===== config.mk =====
export PLATFORM = sky130hd
export DESIGN_NAME = inst_mem_loader
export DESIGN_NICKNAME = d
export VERILOG_FILES = /design/src/rtl/inst_mem_loader.sv
export SDC_FILE = /design/constraint.sdc
export NUM_CORES = 1
export LEC_CHECK = 0
export ABC_AREA = 1
export ABC_CLOCK_PERIOD_IN_PS = 2750
export CAP_MARGIN = 25
export CORE_MARGIN = 8
export CORE_UTILIZATION = 50
export CTS_BUF_LIST = sky130_fd_sc_hd__clkbuf_4 sky130_fd_sc_hd__clkbuf_8
export DETAILED_ROUTE_END_ITERATION = 16
export DONT_BUFFER_PORTS = 1
export PLACE_DENSITY = 0.71
export SYNTH_ARGS = -nofsm -noshare
export SYNTH_HDL_FRONTEND = slang
export SYNTH_SLANG_ARGS = --single-unit

===== constraint.sdc =====
create_clock -name clk -period 2.75 [get_ports clk]
set_clock_uncertainty 0.05 [all_clocks]
set_input_delay 0.4125 -clock clk [delete_from_list [all_inputs] [get_ports clk]]
set_output_delay 0.4125 -clock clk [all_outputs]
set_load 0.02 [all_outputs]

===== src/rtl/inst_mem_loader.sv =====
// inst_mem_loader: byte-stream program loader for the instruction memory
// write port. Receives a count byte N, then 4*N data bytes (little-endian
// words), and writes the words to consecutive addresses from BASE_ADDR.
// The core is held stalled until a load completes successfully.
//
// Optional feature macro: INST_MEM_LOADER_CHECKSUM_EN
//   When defined, a trailing checksum byte (XOR of all data bytes) is
//   expected and verified before the load is declared done.
module inst_mem_loader #(
  parameter int ADDR_W    = 5,
  parameter int BASE_ADDR = 1
) (
  input  logic              clk,
  input  logic              rst_n,
  input  logic              start,
  input  logic              in_valid,
  input  logic [7:0]        in_data,
  output logic              in_ready,
  output logic              mem_we,
  output logic [ADDR_W-1:0] mem_addr,
  output logic [31:0]       mem_wdata,
  output logic              busy,
  output logic              done,
  output logic              err,
  output logic              hold_core
);

  // Largest word count that still fits between BASE_ADDR and the top address.
  localparam logic [31:0] MAX_WORDS = 32'((1 << ADDR_W) - BASE_ADDR);

  typedef enum logic [2:0] {
    S_IDLE  = 3'd0,
    S_COUNT = 3'd1,
    S_DATA  = 3'd2,
    S_WRITE = 3'd3,
`ifdef INST_MEM_LOADER_CHECKSUM_EN
    S_CHECK = 3'd4,
`endif
    S_DONE  = 3'd5,
    S_ERROR = 3'd6
  } state_t;

  state_t              r_state;
  state_t              w_next;
  logic                w_xfer;
  logic                w_ready;
  logic                w_start_ok;
  logic [7:0]          r_words;      // words still to be written
  logic [ADDR_W-1:0]   r_addr;       // address of the next word
  logic [1:0]          r_byte;       // byte lane of the next data byte
  logic [23:0]         r_asm;        // lower three bytes of the word in progress
  logic [ADDR_W-1:0]   r_mem_addr;
  logic [31:0]         r_mem_wdata;
  logic                r_done;
  logic                r_err;
  logic                r_hold;
`ifdef INST_MEM_LOADER_CHECKSUM_EN
  logic [7:0]          r_csum;       // running XOR of data bytes
`endif

`ifdef INST_MEM_LOADER_CHECKSUM_EN
  assign w_ready = (r_state == S_COUNT) || (r_state == S_DATA) || (r_state == S_CHECK);
  assign busy    = (r_state == S_COUNT) || (r_state == S_DATA) ||
                   (r_state == S_WRITE) || (r_state == S_CHECK);
`else
  assign w_ready = (r_state == S_COUNT) || (r_state == S_DATA);
  assign busy    = (r_state == S_COUNT) || (r_state == S_DATA) || (r_state == S_WRITE);
`endif

  assign w_xfer     = in_valid && w_ready;
  assign w_start_ok = start && ((r_state == S_IDLE) || (r_state == S_DONE) ||
                                (r_state == S_ERROR));

  assign in_ready  = w_ready;
  assign mem_we    = (r_state == S_WRITE);
  assign mem_addr  = r_mem_addr;
  assign mem_wdata = r_mem_wdata;
  assign done      = r_done;
  assign err       = r_err;
  assign hold_core = r_hold;

  // State register.
  always_ff @(posedge clk or negedge rst_n) begin
    // NOTE: sequential state is always updated with non-blocking (<=) so
    // every flop samples pre-edge values regardless of block ordering.
    if (!rst_n) r_state <= S_IDLE;
    else        r_state <= w_next;
  end

  // Next-state decode.
  always_comb begin
    // NOTE: default assigned first so no path through the case leaves
    // w_next unassigned, which would infer a latch.
    w_next = r_state;
    case (r_state)
      S_IDLE, S_DONE, S_ERROR: begin
        if (w_start_ok) w_next = S_COUNT;
      end
      S_COUNT: begin
        if (w_xfer) begin
          if (in_data == 8'd0) begin
`ifdef INST_MEM_LOADER_CHECKSUM_EN
            w_next = S_CHECK;
`else
            w_next = S_DONE;
`endif
          end else if ({24'd0, in_data} > MAX_WORDS) begin
            w_next = S_ERROR;
          end else begin
            w_next = S_DATA;
          end
        end
      end
      S_DATA: begin
        if (w_xfer && (r_byte == 2'd3)) w_next = S_WRITE;
      end
      S_WRITE: begin
        if (r_words == 8'd1) begin
`ifdef INST_MEM_LOADER_CHECKSUM_EN
          w_next = S_CHECK;
`else
          w_next = S_DONE;
`endif
        end else begin
          w_next = S_DATA;
        end
      end
`ifdef INST_MEM_LOADER_CHECKSUM_EN
      S_CHECK: begin
        if (w_xfer) w_next = (in_data == r_csum) ? S_DONE : S_ERROR;
      end
`endif
      default: w_next = S_IDLE;
    endcase
  end

  // Word assembly, address/count bookkeeping and write-port registers.
  always_ff @(posedge clk or negedge rst_n) begin
    if (!rst_n) begin
      r_words     <= '0;
      r_addr      <= '0;
      r_byte      <= '0;
      r_asm       <= '0;
      r_mem_addr  <= '0;
      r_mem_wdata <= '0;
    end else begin
      case (r_state)
        S_COUNT: begin
          if (w_xfer) begin
            r_words <= in_data;
            r_addr  <= ADDR_W'(BASE_ADDR);
            r_byte  <= 2'd0;
          end
        end
        S_DATA: begin
          if (w_xfer) begin
            r_byte <= r_byte + 2'd1;
            case (r_byte)
              2'd0:    r_asm[7:0]   <= in_data;
              2'd1:    r_asm[15:8]  <= in_data;
              2'd2:    r_asm[23:16] <= in_data;
              default: begin
                r_mem_addr  <= r_addr;
                r_mem_wdata <= {in_data, r_asm};
              end
            endcase
          end
        end
        S_WRITE: begin
          r_addr  <= r_addr + 1'b1;
          r_words <= r_words - 8'd1;
        end
        default: ;
      endcase
    end
  end

`ifdef INST_MEM_LOADER_CHECKSUM_EN
  // Running checksum: cleared at load start, folded with every data byte.
  always_ff @(posedge clk or negedge rst_n) begin
    if (!rst_n)                               r_csum <= '0;
    else if (w_start_ok)                      r_csum <= '0;
    else if ((r_state == S_DATA) && w_xfer)   r_csum <= r_csum ^ in_data;
  end
`endif

  // Registered status flags, following the state being entered.
  always_ff @(posedge clk or negedge rst_n) begin
    if (!rst_n) begin
      r_done <= 1'b0;
      r_err  <= 1'b0;
      r_hold <= 1'b1;
    end else begin
      r_done <= (w_next == S_DONE);
      r_err  <= (w_next == S_ERROR);
      r_hold <= (w_next != S_DONE);
    end
  end

endmodule

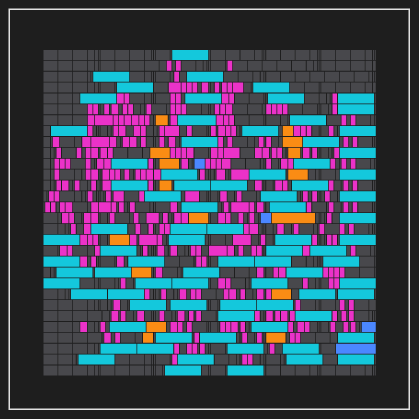
*Placement by cell class*
Drawn at 4 px/um. Fill, decap, tap and diode cells in grey.
- orange: clock drivers and dummy loads (cells 16; share of their area 5.7%)
- magenta: all other logic (cells 309; share of their area 37%)
- blue: other buffers and delay cells (cells 4; share of their area 1.4%)
- cyan: flip-flops (cells 82; share of their area 56%)
sequential portion of the cell area: 53.9%
num rows: 30
Final Cell Area: 0.00381 mm^2

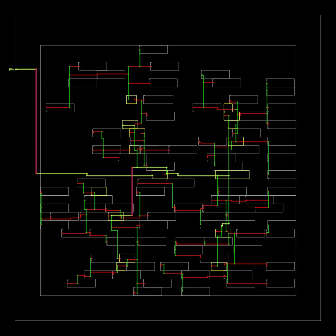
*Clock nets*
seq_cells: 82
cts bufs inserted: 9
CTS sink cnt: 82
Late-Pin Clk Latency: 350 ps

==> notes.md <==
yosys + openroad results -> Slowest cell on crit path=dfrtp_1, tool warnings=30, CTS Buffer Depth=2, Max Slew Vio Count=0, critical path, cell by cell=inv_2, nand3_1, inv_2, die height=~100 um, CP Capture Type=primary output, fp_density=approximately 50%, status=complete, no violations, average vias per placed instance=approximately 5.1, Tcrit/Tclk final=between 70 and 80%, Wirelength per Cell=roughly 15 um, grt ovf=0, # Cells Yosys=around 400, Synth async-reset ratio=100%, Clock Tree Root=clkbuf_8, gp weighted congestion=0.910, simple-gate area share of the yosys netlist=between 20% and 30%, area grow syn2layout=8.87%, Finished Core Util=56.0%, Die Wd=between 90 and 100 um, post-synthesis compound-gate area fraction=9.09%, CORE AREA=0.00679 mm^2, RSZ-0062 raised after global routing=no, MUX share of area=0.286%, Critical Path AT=1660 ps, Max Freq=approximately 470 MHz, Routed Antenna Nets=0, Post-synth top cells=153 x nand2_1, 81 x dfrtp_1, 52 x o21ai_0, WP data required=roughly 2300 ps, post-CTS setup buffers=0, biggest area cells=dfrtp_1 58%, nand2_1 16%, o21ai_0 7.4%, CTS clk-pin slew, worst paths=80 ps, first-pass GRT wire length=13100 um, First-pass DRT Iterations=5, maxcap violations=0, # nets final=425, residual DRC count=0, Post-Syn Instances=~400
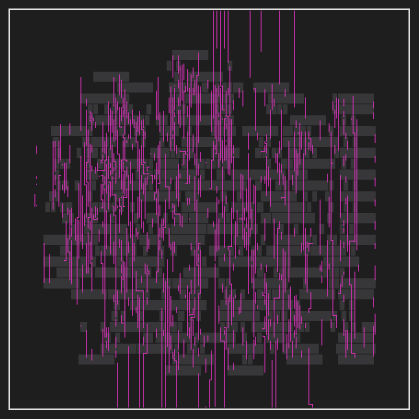
*The metal 2 layer*
Drawn at 4 px/um. Cells faint in the background.
- longest straight run: 37.1 um
- nets with wire on the layer: 328
- share of all routed wire: 46%
- main direction: vertical
GRT met2 Usage: 24.8%
Post-Route WL: 7680 um
total number of vias: 2606

state kept, by name, summed over array words and instances (netlist names):
name       cells
r_asm         24
err            1
mem_wdata     32
r_words        8
hold_core      1
mem_addr       5
r_byte         2
done           1
r_state        3
r_addr         5
layout make-up:
class / instances / area [um^2] / share of cell area [%]
Clock buffer: 10 / 138 / 3.61
Clock inverter: 6 / 71.3 / 1.87
Inverter: 32 / 120 / 3.15
Multi-Input combinational cell: 277 / 1250 / 32.9
Sequential cell: 82 / 2050 / 53.9
Tap cell: 96 / 120 / 3.15
Timing Repair Buffer: 4 / 52.6 / 1.38
how the worst min path moves through the flow:
stage,from,end,cells past startpoint
floorplan,rst_n,done,0
global placement,rst_n,mem_wdata[13],0
detailed placement,rst_n,mem_wdata[13],0
CTS,in_data[7],r_words[7],2
global route,in_data[2],r_words[2],2
finish,in_data[7],r_words[7],2
report_power, final:
part	internal, mW	total, mW	switching (mW)	leakage (nW)
registers	1.64	2.11	0.474	1.09
logic	0.362	1.08	0.721	0.789
clock network	0.452	0.893	0.441	0.0995
per-layer routing:
metal	global-route usage, %	wire, um	up-vias
met4	6.52	100	0
met5	0	0	-
met1	22.0	3400	1230
met2	24.8	3520	86
met3	5.80	657	10
li1	-	-	1280
cells in the final DEF, fill, tap and decap left out, types with 2 or more instances in the layout:
cell type,instances
ha_1,7
o22ai_1,2
a21oi_1,4
nand2_2,2
buf_4,2
nor2_1,27
clkbuf_8,10
inv_6,2
inv_2,4
clkinvlp_4,2
nand3_1,18
inv_1,28
o21ai_0,52
nand2_1,153
dfrtp_1,81
nor3_1,3
what timing repair did:
action | in CTS | in global routing
endpoints found under the hold margin | 82 | 0
hold buffers | 2 | 0
gates resized | 0 | 0
Power is estimated from default activity; no workload was simulated.
